<file path="src/rtl/up_down_counter.sv">
// Up/down counter with one-cycle overflow/underflow pulses and a synchronous active-low reset.
// Define UP_DOWN_COUNTER_SATURATE_EN to clamp at the range ends instead of wrapping.
module up_down_counter #(
    parameter int unsigned WIDTH = 3,
    parameter int unsigned INIT  = 0
) (
    input  logic             clk,
    input  logic             reset,
    input  logic             up,
    input  logic             down,
    output logic [WIDTH-1:0] count,
    output logic             at_max,
    output logic             at_min,
    output logic             overflow,
    output logic             underflow
);

    localparam logic [WIDTH-1:0] MAX_C  = {WIDTH{1'b1}};
    localparam logic [WIDTH-1:0] MIN_C  = {WIDTH{1'b0}};
    localparam logic [WIDTH-1:0] ONE_C  = {{(WIDTH-1){1'b0}}, 1'b1};
    localparam logic [WIDTH-1:0] INIT_C = WIDTH'(INIT);

    logic [WIDTH-1:0] count_q;
    logic [WIDTH-1:0] count_d;
    logic             overflow_q;
    logic             overflow_d;
    logic             underflow_q;
    logic             underflow_d;
    logic             at_max_s;
    logic             at_min_s;

    // Range-end decode of the current count
    always_comb begin
        at_max_s = (count_q == MAX_C);
        at_min_s = (count_q == MIN_C);
    end

    // Next-state: both or neither request means hold; a step off either end raises a flag
    always_comb begin
        count_d     = count_q;
        overflow_d  = 1'b0;
        underflow_d = 1'b0;
        case ({up, down})
            2'b10: begin
                if (at_max_s) begin
                    overflow_d = 1'b1;
`ifdef UP_DOWN_COUNTER_SATURATE_EN
                    count_d    = MAX_C;
`else
                    count_d    = MIN_C;
`endif
                end else begin
                    count_d = count_q + ONE_C;
                end
            end
            2'b01: begin
                if (at_min_s) begin
                    underflow_d = 1'b1;
`ifdef UP_DOWN_COUNTER_SATURATE_EN
                    count_d     = MIN_C;
`else
                    count_d     = MAX_C;
`endif
                end else begin
                    count_d = count_q - ONE_C;
                end
            end
            default: begin
                count_d     = count_q;
                overflow_d  = 1'b0;
                underflow_d = 1'b0;
            end
        endcase
    end

    // State registers with synchronous active-low reset
    always_ff @(posedge clk) begin
        if (!reset) begin
            count_q     <= INIT_C;
            overflow_q  <= 1'b0;
            underflow_q <= 1'b0;
        end else begin
            count_q     <= count_d;
            overflow_q  <= overflow_d;
            underflow_q <= underflow_d;
        end
    end

    assign count     = count_q;
    assign at_max    = at_max_s;
    assign at_min    = at_min_s;
    assign overflow  = overflow_q;
    assign underflow = underflow_q;

endmodule

</file>
<file path="config.mk">
export PLATFORM = sky130hd
export DESIGN_NAME = up_down_counter
export DESIGN_NICKNAME = d
export VERILOG_FILES = /design/src/rtl/up_down_counter.sv
export SDC_FILE = /design/constraint.sdc
export NUM_CORES = 1
export LEC_CHECK = 0
export CAP_MARGIN = 25
export CORE_AREA = 2 2 39 41
export CTS_CLUSTER_DIAMETER = 50
export CTS_CLUSTER_SIZE = 10
export DETAILED_ROUTE_END_ITERATION = 6
export DIE_AREA = 0 0 41 43
export DONT_BUFFER_PORTS = 1
export HOLD_SLACK_MARGIN = 0.08
export PLACE_DENSITY = 0.43
export SLEW_MARGIN = 20
export SYNTH_ARGS = -nofsm -noshare
export SYNTH_HDL_FRONTEND = slang
export SYNTH_SLANG_ARGS = --single-unit
</file>
<file path="constraint.sdc">
create_clock -name clk -period 1.3 [get_ports clk]
set_clock_uncertainty 0.2 [all_clocks]
set_input_delay 0.13 -clock clk [delete_from_list [all_inputs] [get_ports clk]]
set_output_delay 0.13 -clock clk [all_outputs]
set_load 0.005 [all_outputs]
</file>
placed.png
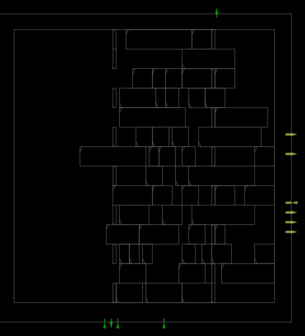
Tapcells: 16
Seq area share: 19.37%

m3.png
Scale bar: 10 um.
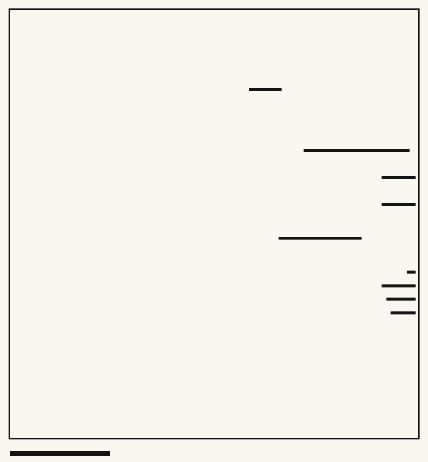
The layer carries 36.1 um of wire. The wires run mostly horizontal. The layer holds 4.7% of the routed length. The longest straight run is 10.3 um.

layers.png
Scale bar: 10 um.
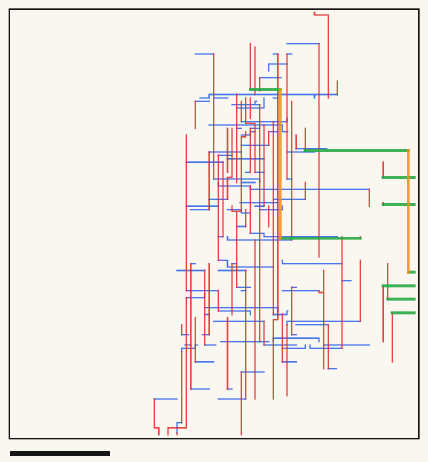
Orange is M4, wire length 27.2 um. Red is M2, wire length 460 um. Blue is M1, wire length 241 um. Green is M3, wire length 36.1 um.

sizing.png
Scale bar: 10 um.
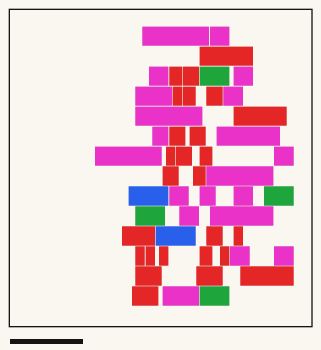
Magenta is x3 and x4, cells 20, share 38%. Green is x6 and larger, cells 4, share 7.7%. Blue is x2, cells 2, share 3.8%. Red is x1 and smaller, cells 26, share 50%.

pinout.png
Scale bar: 10 um. Pins as bars across the die edge, other pins in gray.
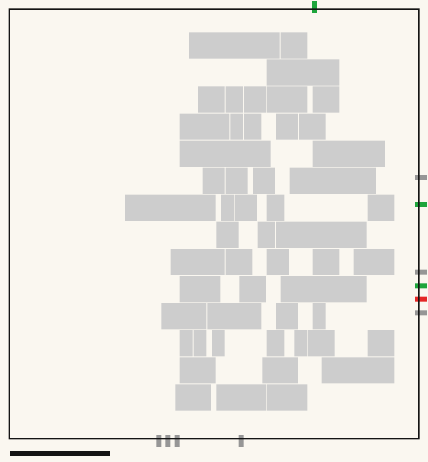
Green is count, pins 3, direction output, edge 2 east, 1 north. Red is at_max, pins 1, direction output, edge east.
All pins by edge: 6 east, 4 south, 1 north.

==> impl_metrics.py <==
# Metrics from the implementation run
metrics = {
    "worst_hold_path": {
        "min_from": "up",
    },
    "synthesis": {
        "synth-edff-count": 0,
        "syn_inst": 34,
        "numSynthFlops": 5,
        "synthTopCellsByArea": "dfxtp_1 34%, ha_1 25%, inv_1 6.3%",
        "ys_warn_count": 0,
    },
    "power": {
        "comb-power_uw": 194,
    },
    "critical_path": {
        "crit_start": "count[1]",
        "startpoint_type": "flip-flop",
        "critPathKind": "reg -> out",
        "r2r_start": "count[1]",
    },
    "layout": {
        "lay_top_cells": "7 x buf_4, 4 x ha_4, 4 x buf_6",
        "nClkBuffers": 4,
        "antennaDiodeCount": 0,
    },
    "run_status": {
        "violations": "negative setup slack",
        "outcome": "finished with violations",
    },
    "route": {
        "drcViolationCount": 0,
        "wl_met3_um": 36,
    },
    "final_timing": {
        "fin_ws_ns": -0.1749,
        "slew_viol_final": 0,
        "setup_violations": 5,
    },
    "cts": {
        "postCtsHoldBufs": 2,
    },
    "placed_design": {
        "post-place-ws_ns": -0.08628,
    },
    "die": {
        "fp.coreArea_sq_mm": 0.001384,
    },
}
Power and IR drop assume default switching activity.
